run_1/clock_wires.png
The bar under the picture is 20 um long.
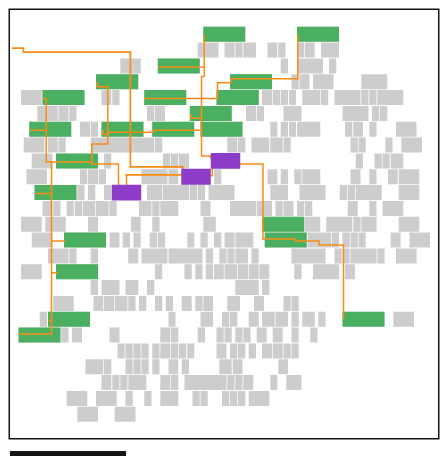
run_1/gates.png
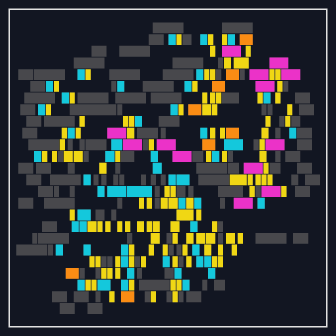
run_1/clock_nets.png
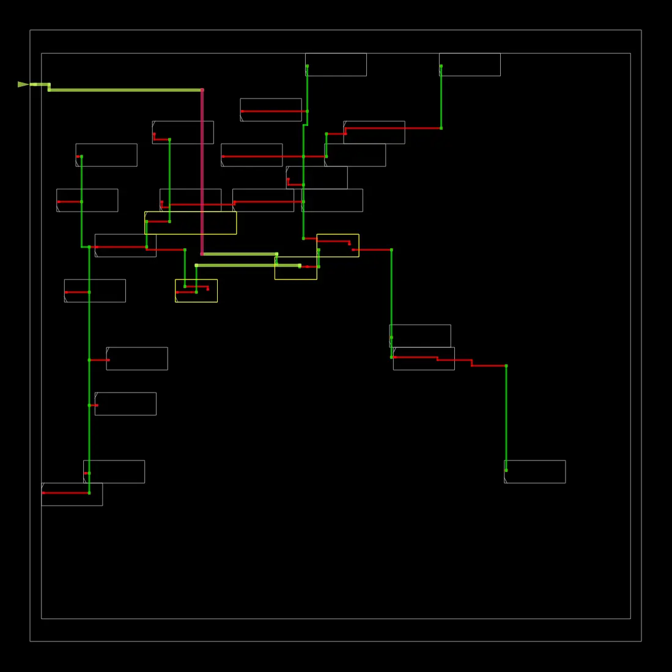
[src/rtl/greycode_pkg.sv]
// Shared definitions for the counter-channel select sequencer.
//   N_CH            number of mux channels (005,011,023,047,097,197,clk)
//   CH_005..CH_CLK  channel indices; CH_CLK is the mux default arm
//   state_t         sequencer state encoding
//   ch2sel()        channel index -> 6-bit mux select code
package greycode_pkg;

  localparam int N_CH = 7;

  localparam logic [2:0] CH_005 = 3'd0;
  localparam logic [2:0] CH_011 = 3'd1;
  localparam logic [2:0] CH_023 = 3'd2;
  localparam logic [2:0] CH_047 = 3'd3;
  localparam logic [2:0] CH_097 = 3'd4;
  localparam logic [2:0] CH_197 = 3'd5;
  localparam logic [2:0] CH_CLK = 3'd6;

  typedef enum logic [1:0] {
    ST_SETTLE  = 2'd0,
    ST_DWELL   = 2'd1,
    ST_WAITACK = 2'd2
  } state_t;

  // Channel k<6 drives only bit (5-k); the clk channel is the all-zero default arm.
  function automatic logic [5:0] ch2sel(input logic [2:0] idx);
    if (idx >= CH_CLK) return 6'b000000;
    return 6'b100000 >> idx;
  endfunction

endpackage

[src/rtl/sel_scan_timer.sv]
// Shared settle/dwell counter.
//   i_clk, i_rst  clock, synchronous active-high reset
//   i_clr         restart the count at 0
//   i_inc         count one cycle (holds once expired)
//   i_limit       number of cycles in the current interval (0 acts like 1)
//   o_expired     count has reached limit-1, or beyond after a limit change
module sel_scan_timer #(
  parameter int W = 8
) (
  input  logic         i_clk,
  input  logic         i_rst,
  input  logic         i_clr,
  input  logic         i_inc,
  input  logic [W-1:0] i_limit,
  output logic         o_expired
);

  localparam logic [W:0] ONE = 1;

  logic [W-1:0] cnt;

  // cnt >= limit-1, evaluated in W+1 bits so a shrinking limit never wraps.
  assign o_expired = ({1'b0, cnt} + ONE) >= {1'b0, i_limit};

  always_ff @(posedge i_clk) begin
    if (i_rst)                   cnt <= '0;
    else if (i_clr)              cnt <= '0;
    else if (i_inc && !o_expired) cnt <= cnt + 1'b1;
  end

endmodule

[src/rtl/sel_scan.sv]
// Sequencer for the counter-channel output mux: auto-scan with programmable dwell
// or manual channel tracking, settle-then-valid signalling and optional ack backpressure.
//   i_clk, i_rst   clock, synchronous active-high reset
//   i_mode         0 manual, 1 auto-scan
//   i_man_sel      manual channel index (7 maps to 6)
//   i_dwell        auto: valid cycles per channel (0 maps to 1)
//   i_hold         auto: freeze on current channel
//   i_ack_en       advance requires ack of current sample
//   i_ack          consumer accepted sample
//   o_sel          mux select code
//   o_ch           current channel index
//   o_valid        mux output stable for o_ch
//   o_frame        one-cycle pulse when the scan wraps to channel 0
//
// state      | meaning
// SETTLE     | select just changed, waiting for the mux output to settle
// DWELL      | output valid; manual hold or auto dwell count running
// WAITACK    | auto dwell expired, waiting for consumer ack before advancing
module sel_scan #(
  parameter int N_CH    = 7,
  parameter int DWELL_W = 8,
  parameter int SETTLE  = 2
) (
  input  logic               i_clk,
  input  logic               i_rst,
  input  logic               i_mode,
  input  logic [2:0]         i_man_sel,
  input  logic [DWELL_W-1:0] i_dwell,
  input  logic               i_hold,
  input  logic               i_ack_en,
  input  logic               i_ack,
  output logic [5:0]         o_sel,
  output logic [2:0]         o_ch,
  output logic               o_valid,
  output logic               o_frame
);
  import greycode_pkg::*;

  localparam logic [2:0] LAST_CH = 3'(N_CH - 1);

  state_t             state, nxt_state;
  logic               ack_flag;
  logic [2:0]         man_idx, nxt_ch, ld_idx;
  logic               man_resel, ld, frame_set;
  logic               tmr_clr, tmr_inc, tmr_expired;
  logic [DWELL_W-1:0] dwell_lim, tmr_limit;

  assign man_idx   = (i_man_sel == 3'd7) ? CH_CLK : i_man_sel;
  assign man_resel = !i_mode && (man_idx != o_ch);
  assign nxt_ch    = (o_ch == LAST_CH) ? 3'd0 : o_ch + 3'd1;
  assign dwell_lim = (i_dwell == '0) ? DWELL_W'(1) : i_dwell;
  assign tmr_limit = (state == ST_SETTLE) ? DWELL_W'(SETTLE) : dwell_lim;

  sel_scan_timer #(.W(DWELL_W)) u_timer (
    .i_clk     (i_clk),
    .i_rst     (i_rst),
    .i_clr     (tmr_clr),
    .i_inc     (tmr_inc),
    .i_limit   (tmr_limit),
    .o_expired (tmr_expired)
  );

  // A channel load (manual reselect or auto advance) always returns to SETTLE
  // with a fresh counter and a cleared ack flag.
  always_comb begin
    nxt_state = state;
    ld        = 1'b0;
    ld_idx    = o_ch;
    tmr_clr   = 1'b0;
    tmr_inc   = 1'b0;
    frame_set = 1'b0;
    case (state)
      ST_SETTLE: begin
        if (man_resel) begin
          ld = 1'b1; ld_idx = man_idx; tmr_clr = 1'b1;
        end else if (tmr_expired) begin
          nxt_state = ST_DWELL; tmr_clr = 1'b1;
        end else begin
          tmr_inc = 1'b1;
        end
      end
      ST_DWELL: begin
        if (man_resel) begin
          ld = 1'b1; ld_idx = man_idx; tmr_clr = 1'b1; nxt_state = ST_SETTLE;
        end else if (!i_mode) begin
          // Keeping the count at 0 in manual makes a later switch to auto start a fresh dwell.
          tmr_clr = 1'b1;
        end else if (!tmr_expired) begin
          tmr_inc = 1'b1;
        end else if (i_hold) begin
          nxt_state = ST_DWELL;
        end else if (i_ack_en && !ack_flag && !i_ack) begin
          nxt_state = ST_WAITACK;
        end else begin
          ld = 1'b1; ld_idx = nxt_ch; tmr_clr = 1'b1; nxt_state = ST_SETTLE;
          frame_set = (o_ch == LAST_CH);
        end
      end
      ST_WAITACK: begin
        if (man_resel) begin
          ld = 1'b1; ld_idx = man_idx; tmr_clr = 1'b1; nxt_state = ST_SETTLE;
        end else if (!i_mode) begin
          nxt_state = ST_DWELL; tmr_clr = 1'b1;
        end else if (!i_hold && i_ack) begin
          ld = 1'b1; ld_idx = nxt_ch; tmr_clr = 1'b1; nxt_state = ST_SETTLE;
          frame_set = (o_ch == LAST_CH);
        end
      end
      default: begin
        nxt_state = ST_SETTLE; tmr_clr = 1'b1;
      end
    endcase
  end

  always_ff @(posedge i_clk) begin
    if (i_rst) begin
      state    <= ST_SETTLE;
      o_ch     <= CH_005;
      o_sel    <= 6'b100000;
      o_valid  <= 1'b0;
      o_frame  <= 1'b0;
      ack_flag <= 1'b0;
    end else begin
      state   <= nxt_state;
      o_frame <= frame_set;
      // Valid follows the next state, so it drops on the same edge any select change lands.
      o_valid <= (nxt_state != ST_SETTLE);
      if (ld) begin
        o_ch  <= ld_idx;
        o_sel <= ch2sel(ld_idx);
      end
      if (ld)                               ack_flag <= 1'b0;
      else if (state == ST_DWELL && i_ack)  ack_flag <= 1'b1;
    end
  end

endmodule

[config.mk]
export PLATFORM = sky130hd
export DESIGN_NAME = sel_scan
export DESIGN_NICKNAME = d
export VERILOG_FILES = /design/src/rtl/greycode_pkg.sv /design/src/rtl/sel_scan_timer.sv /design/src/rtl/sel_scan.sv
export SDC_FILE = /design/constraint.sdc
export NUM_CORES = 1
export LEC_CHECK = 0
export ABC_AREA = 1
export CORE_UTILIZATION = 35
export DETAILED_ROUTE_END_ITERATION = 7
export MAX_ROUTING_LAYER = met4
export PLACE_DENSITY = 0.57
export SLEW_MARGIN = 10
export SYNTH_ARGS = -nofsm -noshare
export SYNTH_HDL_FRONTEND = slang
export SYNTH_SLANG_ARGS = --single-unit
[constraint.sdc]
create_clock -name i_clk -period 3.49 [get_ports i_clk]
set_input_delay 0.698 -clock i_clk [delete_from_list [all_inputs] [get_ports i_clk]]
set_output_delay 0.698 -clock i_clk [all_outputs]
set_load 0.005 [all_outputs]
==> flow_metrics.tcl, run 1 <==
# implementation run metrics
set metrics [dict create \
    cts.repair.resized 0 \
    slowest_delay_ns 0.42 \
    cts_tree "built" \
    bufAreaShareNonClock 0.136 \
    cp.depth 20 \
    yosys-stat-cells 277 \
    place_hpwl_um 3400 \
    antenna_found_initial 0 \
    hold_path_end "o_sel[3]" \
    dieArea_um2 5410 \
    drcViolationCount 0 \
    outcome "finished clean" \
    power.group.top "combinational logic" \
    htreeDepth 1 \
    cts_setup_buffers 0 \
    p_per_area_nw_per_um2 514 \
    first_global_vias 1633 \
    slew_viol_final 0 \
    grt_max_degree 14 \
    dpl_worst_slack_ns 0.112 \
    drv_cap 0 \
    busiest_layer "met2" \
    drt_iter0_drc 110 \
    critPathArrivalTime_ns 3.28 \
    yosys_warnings 0 \
    critPathTopFamily "simple AND/OR/NAND/NOR gates" \
    worst_r2r_path_depth 17 \
    setup.worst_path.start "i_dwell[1]" \
    grt_use_total 0.181 \
    fp.dieW_um 73.5 \
    p_sw_frac 0.419 \
    total_power_uw 1140 \
    endpoint "u_timer.cnt[1]" \
    ys_types 36 \
    lay_top_count "nand2_1" \
    top_area_frac 0.246 \
    core_um2 4820 \
    num-fill-cells 534 \
    netlist.top_cell.by_area "dfxtp_1" \
    synth_adder_area_share 0.0908 \
    ys_async_sr_fraction 0 \
    routed.top_layer "met4" \
    clk_share 0.0323 \
    overflow 0 \
    seq-cell-share 0.199 \
    p_sw_uw 476 \
    io_pins 28 \
    critPathCaptureType "flop" \
    comb_area_frac 0.526 \
    antenna_left 0 \
]
Back to the opening pictures, clock_wires.png:
[green] flip-flops | count: 22
[orange] clock wires | length: 306 um
[purple] clock-net drivers | count: 3
routed clock nets	4
clock skew: 0.00719 ns
clock network power: 238 uW
Clk pwr share: 0.209
worst skew pair latency: 0.26 ns

Back to the opening pictures, gates.png:
colour	family	cells	most used
orange	xor and xnor cells	8	xor2_1
yellow	nand cells	111	nand2_1
magenta	fa/ha/maj cells	13	ha_1
cyan	aoi and oai cells	51	a21oi_1

Back to the opening pictures, clock_nets.png:
clock buffer count: 3
CTS Buf Count: 3
clk sinks: 22

run_1/ff_map.png
Other sequential cells in the stronger grey, the rest of the logic in the fainter grey.
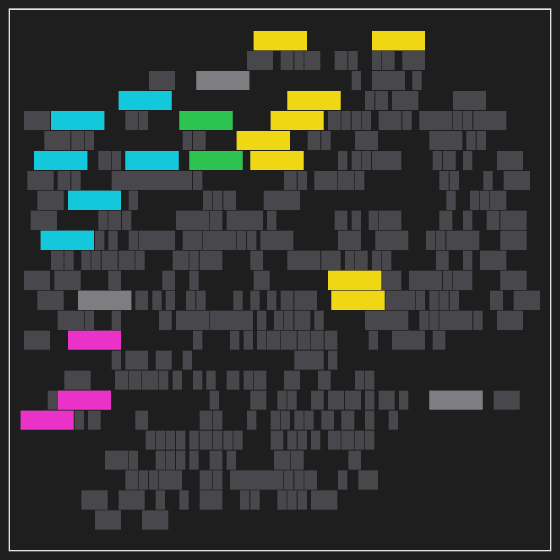

==> inputs of run 2 (changes only) <==
--- a/config.mk
+++ b/config.mk
@@ -7,9 +7,10 @@
 export LEC_CHECK = 0
 export ABC_AREA = 1
 export CORE_UTILIZATION = 35
+export CTS_CLUSTER_DIAMETER = 40
 export DETAILED_ROUTE_END_ITERATION = 7
+export DONT_BUFFER_PORTS = 1
 export MAX_ROUTING_LAYER = met4
-export PLACE_DENSITY = 0.57
 export SLEW_MARGIN = 10
 export SYNTH_ARGS = -nofsm -noshare
 export SYNTH_HDL_FRONTEND = slang
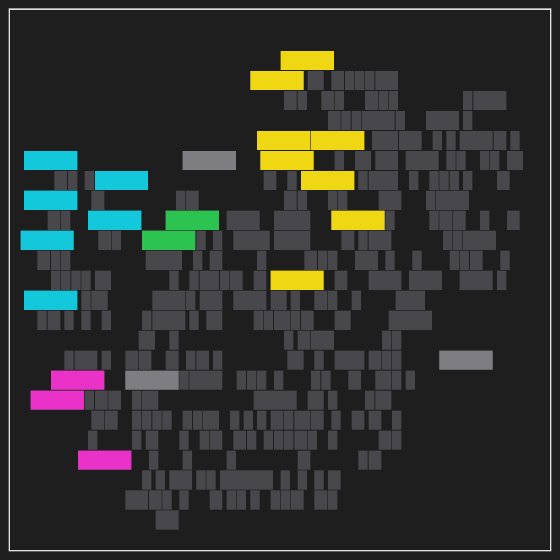
run_2/ff_map.png
Other sequential cells in the stronger grey, the rest of the logic in the fainter grey.
colour	name in the netlist	sequential cells
cyan	o_sel	6
green	state	2
magenta	o_ch	3
yellow	u_timer.cnt	8

==> flow_metrics.tcl, run 2 <==
# implementation run metrics
set metrics [dict create \
    outcome "finished clean" \
    drt_iter0_drc 89 \
    endpoint "u_timer.cnt[2]" \
    overflow 0 \
    ir_drop_mv 0.266 \
    io_pins 28 \
    top_area_frac 0.246 \
    antenna_found_initial 0 \
    critPathArrivalTime_ns 3.22 \
    hold_path_end "o_sel[4]" \
    ys_async_sr_fraction 0 \
    fin_worst_skew_ns 0.00396 \
    lay_top_count "nand2_1" \
    stdcell_area_um2 1890 \
    ys_types 36 \
    grt_use_total 0.163 \
    yosys_warnings 0 \
    clock_latency_ns 0.25 \
    core_um2 4820 \
    grt_max_degree 14 \
    drv_cap 0 \
    dominant_cells "logic gates" \
    clock-sinks 22 \
    dieArea_um2 5410 \
    worst_r2r_path_depth 18 \
    p_clk_uw 177 \
    cts.repair.resized 0 \
    p_sw_uw 445 \
    antenna_left 0 \
    num-fill-cells 563 \
    fmax_mhz 329 \
    fp.dieW_um 73.5 \
    slew_viol_final 0 \
    fp.dieH_um 73.5 \
    dpl_worst_slack_ns 0.413 \
    slowest_delay_ns 0.40 \
    routed.top_layer "met4" \
    finalCritPeriodShare 0.871 \
    setup.worst_path.start "state[0]" \
    power.group.top "combinational logic" \
    clk_share 0.0291 \
    synth_adder_area_share 0.0908 \
    p_per_area_nw_per_um2 520 \
    p_sw_frac 0.452 \
    cts_tree "built" \
    place_hpwl_um 3210 \
    bufAreaShareNonClock 0 \
    n_clock_buffer 4 \
    yosys-stat-cells 277 \
    r2r_slack_ns 0.45 \
    cts_setup_buffers 0 \
    cp.depth 18 \
    comb_area_frac 0.614 \
    critPathCaptureType "flop" \
    clockBufferDepth 2 \
    clockPowerShare 0.180 \
    drcViolationCount 0 \
    final_util 0.393 \
    total_power_uw 985 \
    worstMarginPinSlew_ns 0.418 \
    initial_core_util 0.372 \
    htreeDepth 1 \
]
run_2/clock_nets.png
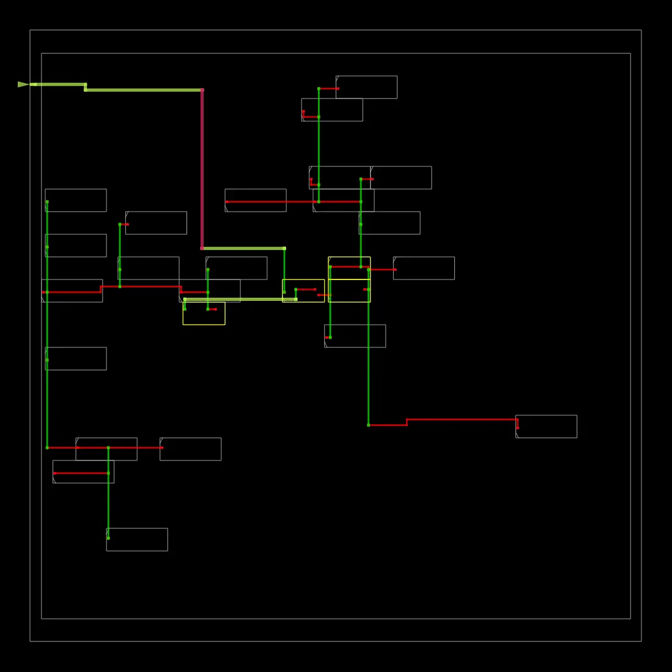

==> inputs of run 3 (changes only) <==
==> constraint.sdc (replaced) <==
create_clock -name i_clk -period 3.2 [get_ports i_clk]
set_input_delay 0.64 -clock i_clk [delete_from_list [all_inputs] [get_ports i_clk]]
set_output_delay 0.64 -clock i_clk [all_outputs]
set_load 0.005 [all_outputs]
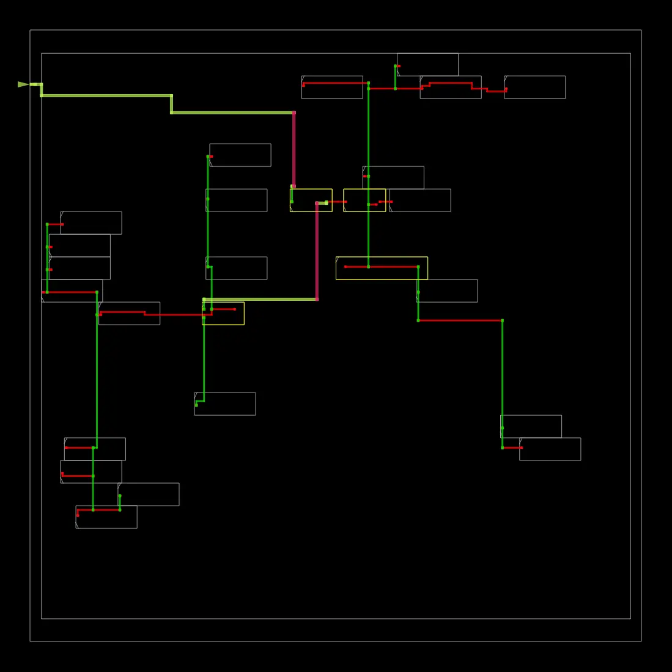
run_3/clock_nets.png
clock network power: 258 uW
final sequential cell count: 22
clock skew: 0.00130 ns

==> flow_metrics.tcl, run 3 <==
# implementation run metrics
set metrics [dict create \
    outcome "finished clean" \
    clockBufferDepth 2 \
    overflow 0 \
    ys_types 36 \
    antenna_found_initial 0 \
    cts.repair.resized 0 \
    dpl_worst_slack_ns 0.229 \
    slowest_delay_ns 0.40 \
    fp.dieH_um 73.5 \
    lay_top_count "nand2_1" \
    critPathCaptureType "flop" \
    io_pins 28 \
    total_power_uw 1170 \
    yosys_warnings 0 \
    crit-reg2reg-launch "state[0]" \
    fmax_mhz 356 \
    synth_adder_area_share 0.0908 \
    p_sw_uw 501 \
    cp.depth 23 \
    p_sw_frac 0.429 \
    drcViolationCount 0 \
    n_tap_cell 67 \
    slew_viol_final 0 \
    final_util 0.401 \
    top_area_frac 0.246 \
    critPathArrivalTime_ns 3.01 \
    bufAreaShareNonClock 0.0117 \
    comb_area_frac 0.601 \
    place_hpwl_um 3290 \
    cp_slowest_cell "dfxtp_1" \
    drv_cap 0 \
    stdcell_area_um2 1930 \
    clk_share 0.0369 \
    r2r_slack_ns 0.39 \
    dominant_cells "logic gates" \
    htreeDepth 1 \
    syn_area_per_cell_um2 6.46 \
    worstMarginPinSlew_ns 0.409 \
    initial_core_util 0.372 \
    antenna_left 0 \
    p_per_area_nw_per_um2 603 \
    hold_path_end "o_sel[4]" \
    cts_setup_buffers 0 \
    fp.dieW_um 73.5 \
    drt_iter0_drc 93 \
    clockPowerShare 0.221 \
    power.group.top "combinational logic" \
    num-fill-cells 540 \
    n_antenna_cell 0 \
    worst_r2r_path_depth 23 \
    core_um2 4820 \
    clock-sinks 22 \
    setup.worst_path.start "state[0]" \
    ys_async_sr_fraction 0 \
    n_clock_buffer 3 \
    yosys-stat-cells 277 \
]

==> layout pictures side by side <==
Placed cells, one colour a class.
image #1
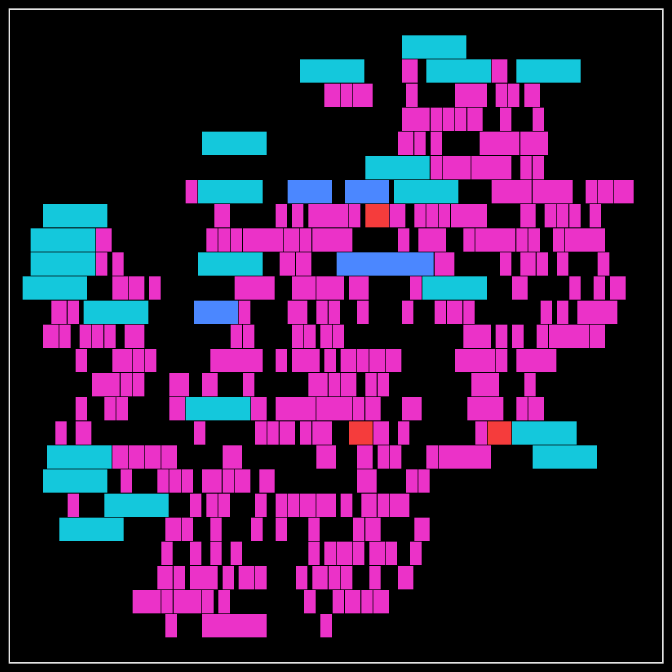
image #2
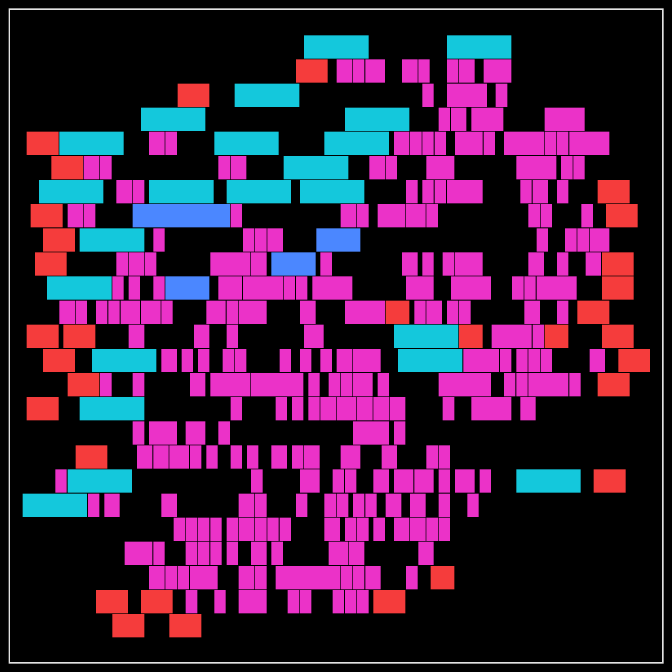
- run 1 = image #2
- run 3 = image #1

Key to image #1:
colour	class	cells
cyan	sequential cells	22
magenta	remaining logic cells	250
red	remaining buffers and delay cells	3
blue	clock drivers and dummy loads	4

No activity file was given, so power comes from the tool's default toggle rates.
